Fig. 1: run 1, routing congestion map
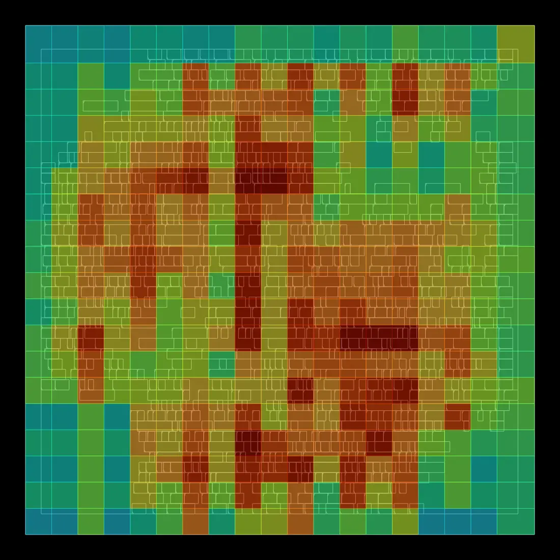
Fig. 2: run 1, port wiring
(2 px per µm)
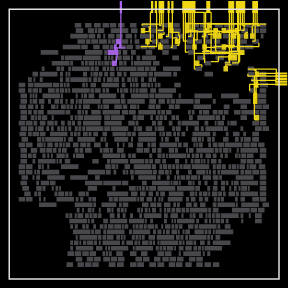
Fig. 3: run 1, clock wires, drivers and flops
(3 px per µm)
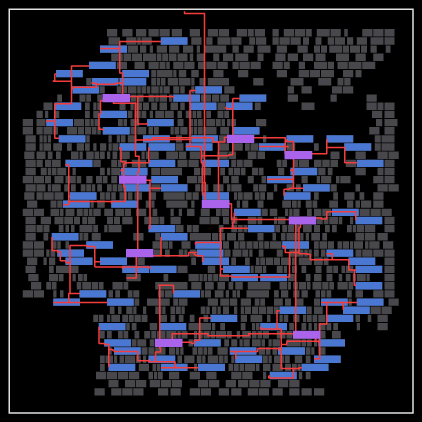
Design adma_data_write, sky130hd; sources not shown.
==> impl_metrics.toml, run 1 <==
# synthesis and place-and-route metrics
[yosys]
mux_contribution_to_synthesized_area = 0.0109
ys_seq_share = 0.360
top_logic_kind = "simple AND/OR/NAND/NOR gates"
synth.net_count = 977
synth.cellmix.compoundShare = 0.225
xor_share_synth = 0.0184
ys_ff = 96
yosys.area_share.adder = 0.00750
yosys_area_mm2 = 0.00668
syn-instance-count = 840
netlist.top_cell.by_area = "sky130_fd_sc_hd__dfrtp_1"
ys_top_cells_by_area = "sky130_fd_sc_hd__dfrtp_1 (36%), sky130_fd_sc_hd__o21ai_0 (6.7%), sky130_fd_sc_hd__nand2_1 (5.1%), sky130_fd_sc_hd__and3_1 (5.0%), sky130_fd_sc_hd__a21oi_1 (4.3%)"
yosysCellCount = 840
yosys_most_used_dff = "sky130_fd_sc_hd__dfrtp_1"
post-synth-top-count-cell = "sky130_fd_sc_hd__dfrtp_1"
syn_area_per_cell_um2 = 7.95
synth.top_cells.by_count = "sky130_fd_sc_hd__dfrtp_1 (96), sky130_fd_sc_hd__nand2_1 (90), sky130_fd_sc_hd__o21ai_0 (90)"
edf_count = 0

[cts]
clockRootBuffer = "sky130_fd_sc_hd__clkbuf_16"
ctsLongestPathBuffers = 2
cts_hold_repair.buffers = 0
cts_htree_levels = 3
cts_tree = "done"
cts_inserted_buffers = 9
path_clk_slew_ns = 0.06

[global_routing]
global_route.usage.met3 = 0.0495
m2_gr_usage = 0.414
grtUsageTotal = 0.271
pin_count_of_the_biggest_net_entering_global_routing = 48
number_of_antenna_violations_at_the_first_check_in_global_routing = 0
first_global_vias = 7551
grt_first_pass_wirelength_um = 38800

[place]
dp.final_hpwl_um = 18100
place.detailed.instances = 1262
routabilityCongestion = 0.952
pre_cts_slack_ns = 0.0401

[finish]
stdcell_area_mm2 = 0.00972
layout.area.top_class = "logic gates"
most_numerous_logic_cell_after_layout = "sky130_fd_sc_hd__clkdlybuf4s50_1"
seq-cell-share = 0.247
fin_util = 0.632
multi_input_comb_area_mm2 = 0.00401
antenna_cells_inserted = 0
layout.non_clock_inverters = 20
n_fill_cell = 1268
finish.cell_count_without_fillers = 1278
flops = 96
multiInputCombCellCount = 671
clock_buffer_count = 12
layout-drive-gt1-share = 0.0759
flow.area_growth_from_synthesis_pct = 45.6
clock_tree_area_fraction = 0.0327
layout_net_count = 1199
most-common-layout-cells = "sky130_fd_sc_hd__clkdlybuf4s50_1 (206), sky130_fd_sc_hd__dfrtp_1 (96), sky130_fd_sc_hd__nand2_1 (90), sky130_fd_sc_hd__o21ai_0 (90), sky130_fd_sc_hd__a21oi_1 (57)"

[pwr]
total_power_draw_uw = 7250
combinationalPower_uw = 3670
top_power_group = "combinational logic"
p_seq_frac = 0.317
seq_cell_power_uw = 2300

[critical_path]
path_depth = 5
critPathArrivalTime_ns = 2.25
timing.reg2reg.worst_path_depth = 7
internal_reg_to_reg_setup_slack_ns = 0.34
cp_slowest_cell = "sky130_fd_sc_hd__clkdlybuf4s50_1"
cp_max_fo = 32
critical_path.most_common_cell = "sky130_fd_sc_hd__clkdlybuf4s50_1"
criticalPathCategory = "input pin to output port"
setup.worst_path.end_class = "output port"
crit_path_max_incr_delay_ns = 0.61
timing.critical_path.from_type = "input pin"
cp_num_buf_inv = 3
cp_top_family = "buffers and inverters"

[run]
number_of_warning_messages_in_the_logs = 38

[worst_hold_path]
min_path_cells = 1
holdCritPathClass = "flip-flop to flip-flop"

[sta]
fin_hold_ws_ns = 0.492
finalSetupTns_ns = 0
worstMarginPinSlew_ns = 1.27
hold_viol_final = 0
timing.max_slew.rel_slack = 0.151
finalMaxSlewViolations = 0
skew_final_ns = 0.0131
achievable-frequency_mhz = 353
report.final.setup_viol = 0
portion_of_the_clock_cycle_consumed_by_the_worst_path_in_the_final_layout = 0.977

[detailed_routing]
route.antenna.remaining_nets = 0
met2_length_um = 11600
metal_1_wl_um = 9500
drt-initial-drc-count = 920
drc = 0
topRoutingLayerUsed = "met4"
routed-via-count = 7965
drt_pre_antenna_iters = 5

[die]
die_w_um = 134
placeableCoreArea_mm2 = 0.0154
std_cell_rows = 45
taps = 211
die_area_mm2 = 0.0180
die.size.y_um = 134

[run_status]
status = "complete, no violations"
## Picture notes: Fig. 1
routed wirelength normalized by instance count: 19.1 µm
met1 demand-to-capacity share in global routing: 0.348

## Picture notes: Fig. 2
color	port	bits	direction	end cells	wire
purple	`start`	1	input	4	38.4 µm
yellow	`fifo_data`	32	input	32	910 µm
number of top-level pins: 237
Port-buffer cells: 224

## Picture notes: Fig. 3
[blue] flip-flops | count: 96
[purple] clock-net drivers | count: 9
[red] clock wires | length: 1310 µm
flops lie	all over the die
power share of the clock group: 0.177
clock group total power: 1280 µW
clk_lat worst skew: 0.36 ns

==> run 2: changes to the inputs <==
- CORE_ASPECT_RATIO: unset -> 1.5
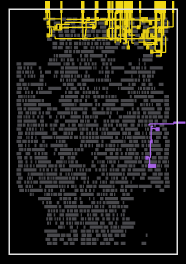
Fig. 4. Port wiring (run 2).
(1.5 px per µm)
color	port	bits	direction	end cells	wire
purple	`start`	1	input	4	60.5 µm
yellow	`fifo_data`	32	input	32	967 µm

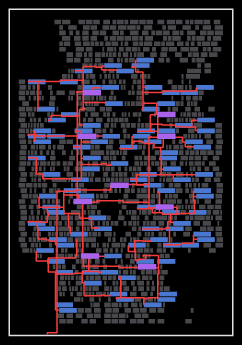
Fig. 5. Clock wires, drivers and flops (run 2).
(2 px per µm)
[purple] clock-net drivers | count: 9
[red] clock wires | length: 1340 µm
[blue] flip-flops | count: 96
routed clock nets	10
skew final: 0.00410 ns
power share of the clock group: 0.172
clk_lat worst skew: 0.35 ns
clock group total power: 1250 µW

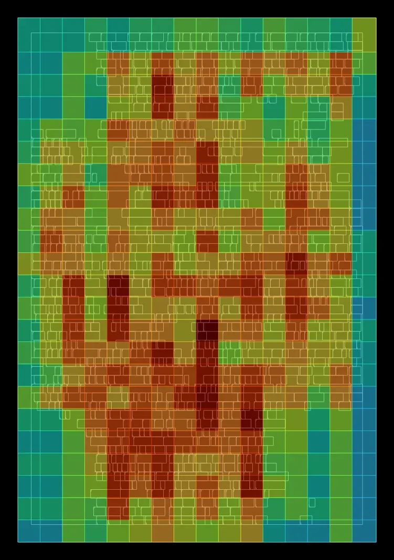
Fig. 6. Routing congestion map (run 2).
met1 demand-to-capacity share in global routing: 0.335
routed wirelength normalized by instance count: 20.1 µm

==> run 2 against run 1 <==
Compared with the run above: final area is 0.23% higher; critical endpoint is now fifo_read; maximum frequency grew 0.12%; synthesized cell count is the same.
==> impl_metrics.toml, run 2 <==
# synthesis and place-and-route metrics
[place]
place.detailed.instances = 1256
dp.final_hpwl_um = 19000
port_buffers = 224
routabilityCongestion = 0.988
pre_cts_slack_ns = 0.0141

[critical_path]
crit_path_max_incr_delay_ns = 0.64
setup.worst_path.end_class = "output port"
cp_max_fo = 8
cp_num_buf_inv = 4
critical_path.most_common_cell = "sky130_fd_sc_hd__clkdlybuf4s50_1"
cp_slowest_cell = "sky130_fd_sc_hd__clkdlybuf4s50_1"
timing.critical_path.from_type = "input pin"
internal_reg_to_reg_setup_slack_ns = 0.31
critPathArrivalTime_ns = 2.25

[finish]
fin_util = 0.624
multi_input_comb_area_mm2 = 0.00401
n_fill_cell = 1331
clock_buffer_count = 14
stdcell_area_mm2 = 0.00974
clock_tree_area_fraction = 0.0309
antenna_cells_inserted = 0
multiInputCombCellCount = 671
most-common-layout-cells = "sky130_fd_sc_hd__clkdlybuf4s50_1 (191), sky130_fd_sc_hd__dfrtp_1 (96), sky130_fd_sc_hd__nand2_1 (90), sky130_fd_sc_hd__o21ai_0 (90), sky130_fd_sc_hd__a21oi_1 (57)"
layout-drive-gt1-share = 0.0748
finish.cell_count_without_fillers = 1272
layout.area.top_class = "logic gates"

[run]
number_of_warning_messages_in_the_logs = 38

[yosys]
syn_area_per_cell_um2 = 7.95
synth.net_count = 977
synth.top_cells.by_count = "sky130_fd_sc_hd__dfrtp_1 (96), sky130_fd_sc_hd__nand2_1 (90), sky130_fd_sc_hd__o21ai_0 (90)"
yosys_most_used_dff = "sky130_fd_sc_hd__dfrtp_1"
edf_count = 0
ys_ff = 96
yosysCellCount = 840
syn-instance-count = 840
top_logic_kind = "simple AND/OR/NAND/NOR gates"
ys_seq_share = 0.360
mux_contribution_to_synthesized_area = 0.0109
yosys_area_mm2 = 0.00668
synth.cellmix.compoundShare = 0.225
netlist.top_cell.by_area = "sky130_fd_sc_hd__dfrtp_1"

[run_status]
status = "complete, no violations"

[global_routing]
grtUsageTotal = 0.278
first_global_vias = 7546
grt_first_pass_wirelength_um = 40000
m2_gr_usage = 0.456
pin_count_of_the_biggest_net_entering_global_routing = 43

[sta]
hold_viol_final = 0
portion_of_the_clock_cycle_consumed_by_the_worst_path_in_the_final_layout = 0.975
fin_hold_ws_ns = 0.503
worstMarginPinSlew_ns = 1.06
achievable-frequency_mhz = 354
report.final.setup_viol = 0
timing.max_slew.rel_slack = 0.291

[cts]
cts_hold_repair.buffers = 0
clockRootBuffer = "sky130_fd_sc_hd__clkbuf_16"
cts_inserted_buffers = 9
ctsLongestPathBuffers = 2
cts_tree = "done"

[die]
die.size.y_um = 162
number_of_top_level_pins = 237
taps = 203
std_cell_rows = 56
die_w_um = 111

[pwr]
top_power_group = "combinational logic"
combinationalPower_uw = 3670
p_seq_frac = 0.322
total_power_draw_uw = 7260

[worst_hold_path]
holdCritPathClass = "flip-flop to flip-flop"

[detailed_routing]
topRoutingLayerUsed = "met4"
metal_1_wl_um = 9660
drt-initial-drc-count = 776
drt_pre_antenna_iters = 6
met2_length_um = 12800
Power and IR drop assume default switching activity.
